congestion.png
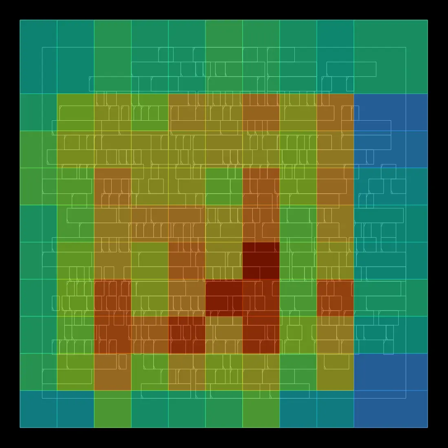
layer_met3.png
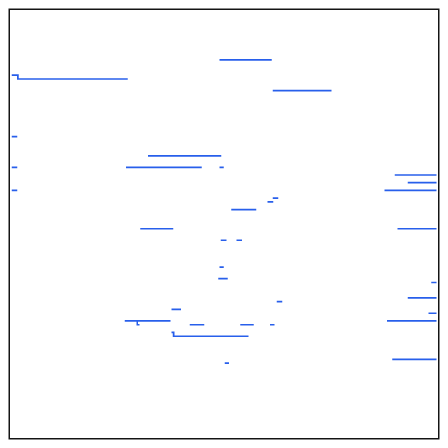
layer_met1.png
Scale bar: 20 µm. Supply wires on this layer in gray.
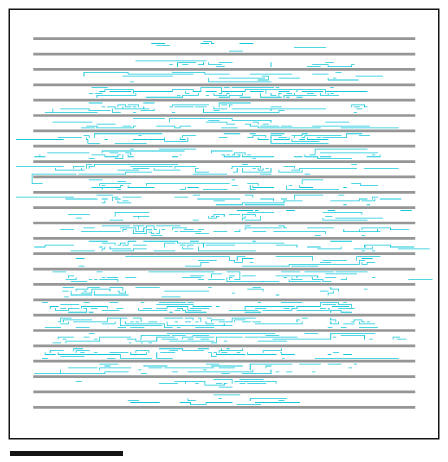
layer_met4.png
Supply wires on this layer in gray.
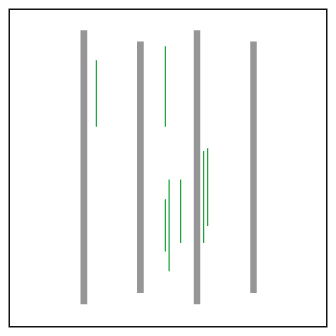
[config.mk]
export PLATFORM = sky130hd
export DESIGN_NAME = fft16_r22_sdf_ctrl
export DESIGN_NICKNAME = d
export VERILOG_FILES = /design/src/rtl/fft16_r22_sdf_ctrl.sv
export SDC_FILE = /design/constraint.sdc
export NUM_CORES = 1
export LEC_CHECK = 0
export ABC_AREA = 1
export CAP_MARGIN = 20
export CORE_MARGIN = 4
export CORE_UTILIZATION = 51
export CTS_CLUSTER_SIZE = 16
export DETAILED_ROUTE_END_ITERATION = 7
export GPL_ROUTABILITY_DRIVEN = 1
export PLACE_DENSITY = 0.81
export SYNTH_ARGS = -nofsm -noshare
export SYNTH_HDL_FRONTEND = slang
export SYNTH_SLANG_ARGS = --single-unit
[constraint.sdc]
create_clock -name clk_i -period 3 [get_ports clk_i]
set_clock_uncertainty 0.15 [all_clocks]
set_input_delay 0.6 -clock clk_i [delete_from_list [all_inputs] [get_ports clk_i]]
set_output_delay 0.6 -clock clk_i [all_outputs]
set_load 0.1 [all_outputs]
[src/rtl/fft16_r22_sdf_ctrl.sv]
// Sequencing controller for a 16-point radix-2^2 SDF FFT pipeline.
// Drives stage selects, -j rotates, twiddle address, advance strobe and output framing.
module fft16_r22_sdf_ctrl #(
   parameter int BF_LAT   = 1,
   parameter int MULT_LAT = 2
) (
   input  logic       clk_i,
   input  logic       rst_n_i,
   input  logic       in_valid_i,
   output logic       in_ready_o,
   input  logic       flush_i,
   input  logic       out_ready_i,
   output logic       en_o,
   output logic       zero_in_o,
   output logic       s1_sel_o,
   output logic       s2_sel_o,
   output logic       s2_rot_o,
   output logic [3:0] tw_addr_o,
   output logic       s3_sel_o,
   output logic       s4_sel_o,
   output logic       s4_rot_o,
   output logic       out_valid_o,
   output logic       out_first_o,
   output logic       out_last_o,
   output logic       busy_o,
   output logic       done_o
);

   localparam int         L     = 15 + 4*BF_LAT + MULT_LAT;
   localparam logic [3:0] OFF_2 = 4'((8 + BF_LAT) % 16);
   localparam logic [3:0] OFF_T = 4'((4 + BF_LAT) % 16);
   localparam logic [3:0] OFF_3 = 4'(MULT_LAT % 16);
   localparam logic [3:0] OFF_4 = 4'((2 + BF_LAT) % 16);
   localparam logic [3:0] OFF_O = 4'(L % 16);
   localparam logic [4:0] L_CNT = 5'(L);

   typedef enum logic [1:0] {IDLE, RUN, PAD, DRAIN} state_t;

   typedef struct packed {
      logic       s1;
      logic       s2;
      logic       r2;
      logic [3:0] tw;
      logic       s3;
      logic       s4;
      logic       r4;
   } ctrl_t;

   state_t       state_q, state_d;
   logic [3:0]   cnt_q, cnt_d;
   logic [L-1:0] vld_q, vld_d;
   logic [4:0]   drain_q, drain_d;
   logic         flush_pend_q, flush_pend_d;
   logic         done_q, done_d;
   ctrl_t        ctrl_q, ctrl_d;

   logic       can_adv, in_ready, in_fire, pad_fire, drain_fire, adv;
   logic [3:0] c2, ct, c3, c4, co;

   always_comb begin
      can_adv    = out_ready_i | ~vld_q[L-1];
      in_ready   = ((state_q == IDLE) || (state_q == RUN)) && can_adv;
      in_fire    = in_valid_i & in_ready;
      pad_fire   = (state_q == PAD) && can_adv;
      drain_fire = (state_q == DRAIN) && can_adv;
      adv        = in_fire | pad_fire | drain_fire;

      cnt_d = adv ? cnt_q + 4'd1 : cnt_q;
      vld_d = adv ? {vld_q[L-2:0], in_fire | pad_fire} : vld_q;

      // Selects are registered from the post-advance index so they read 0 out of reset
      c2 = cnt_d - OFF_2;
      ct = c2 - OFF_T;
      c3 = ct - OFF_3;
      c4 = c3 - OFF_4;
      ctrl_d = ctrl_q;
      if (adv) begin
         ctrl_d.s1 = cnt_d[3];
         ctrl_d.s2 = c2[2];
         ctrl_d.r2 = c2[3] & ~c2[2];
         ctrl_d.tw = {2'b00, ct[1:0]} * {2'b00, ct[2], ct[3]};
         ctrl_d.s3 = c3[1];
         ctrl_d.s4 = c4[0];
         ctrl_d.r4 = c4[1] & ~c4[0];
      end

      state_d      = state_q;
      drain_d      = drain_q;
      flush_pend_d = 1'b0;
      done_d       = 1'b0;
      case (state_q)
         IDLE: begin
            if (in_fire) state_d = RUN;
         end
         RUN: begin
            // A flush that lands on a stall waits for the stall to clear
            if (flush_i || flush_pend_q) begin
               if (!can_adv) begin
                  flush_pend_d = 1'b1;
               end else if (cnt_d == 4'd0) begin
                  state_d = DRAIN;
                  drain_d = L_CNT;
               end else begin
                  state_d = PAD;
               end
            end
         end
         PAD: begin
            if (pad_fire && (cnt_d == 4'd0)) begin
               state_d = DRAIN;
               drain_d = L_CNT;
            end
         end
         DRAIN: begin
            if (drain_fire) begin
               drain_d = drain_q - 5'd1;
               if (drain_q == 5'd1) begin
                  state_d = IDLE;
                  done_d  = 1'b1;
               end
            end
         end
         default: state_d = IDLE;
      endcase
   end

   always_ff @(posedge clk_i or negedge rst_n_i) begin
      if (!rst_n_i) begin
         state_q      <= IDLE;
         cnt_q        <= 4'd0;
         vld_q        <= '0;
         drain_q      <= 5'd0;
         flush_pend_q <= 1'b0;
         done_q       <= 1'b0;
         ctrl_q       <= '0;
      end else begin
         state_q      <= state_d;
         cnt_q        <= cnt_d;
         vld_q        <= vld_d;
         drain_q      <= drain_d;
         flush_pend_q <= flush_pend_d;
         done_q       <= done_d;
         ctrl_q       <= ctrl_d;
      end
   end

   assign co = cnt_q - OFF_O;

   assign in_ready_o  = in_ready;
   assign en_o        = adv;
   assign zero_in_o   = pad_fire | drain_fire;
   assign s1_sel_o    = ctrl_q.s1;
   assign s2_sel_o    = ctrl_q.s2;
   assign s2_rot_o    = ctrl_q.r2;
   assign tw_addr_o   = ctrl_q.tw;
   assign s3_sel_o    = ctrl_q.s3;
   assign s4_sel_o    = ctrl_q.s4;
   assign s4_rot_o    = ctrl_q.r4;
   assign out_valid_o = vld_q[L-1];
   assign out_first_o = vld_q[L-1] & (co == 4'd0);
   assign out_last_o  = vld_q[L-1] & (co == 4'd15);
   assign busy_o      = (state_q != IDLE);
   assign done_o      = done_q;

endmodule

==> job_summary.md <==
## PnR job results

| Metric | Value |
|---|---|
| # DRC | 0 |
| Slew Viols, Final | 0 |
| Post-DP Area | 0.00289 mm² |
| # Taps | 52 |
| Worst skew pair latency | 0.30 ns |
| GR Util met2 | 0.312 |
| Arrival time worst endpoint | 2.92 ns |
| Fin area | 0.00303 mm² |
| Post-synth EDFFs | 0 |
| DR vias/cell | 5.07 |
| Synth Net Count | 296 |
| Flops | 44 |
| Yosys simple share | 0.289 |
| Tool Warnings | 37 |
| Yosys reg bits | 44 |
| Routed wl met3 | 161 µm |
| Crit path buf inv count | 3 |
| Status | complete, no violations |
| DR top layer | met4 |
About congestion.png:
final core occ: 0.687
busiest grt layer: met2

About layer_met3.png:
- wire length on this layer: 162 µm
- share of all routed wire: 3.4%
Global Route met3 Usage: 0.0422
via count: 1897

About layer_met1.png:
- nets with wire on the layer: 306
- wire length on this layer: 2230 µm
- share of all routed wire: 47%
grt met1 use: 0.236
Post-Route WL: 4800 µm

About layer_met4.png:
- share of all routed wire: 2.6%
- nets with wire on the layer: 7

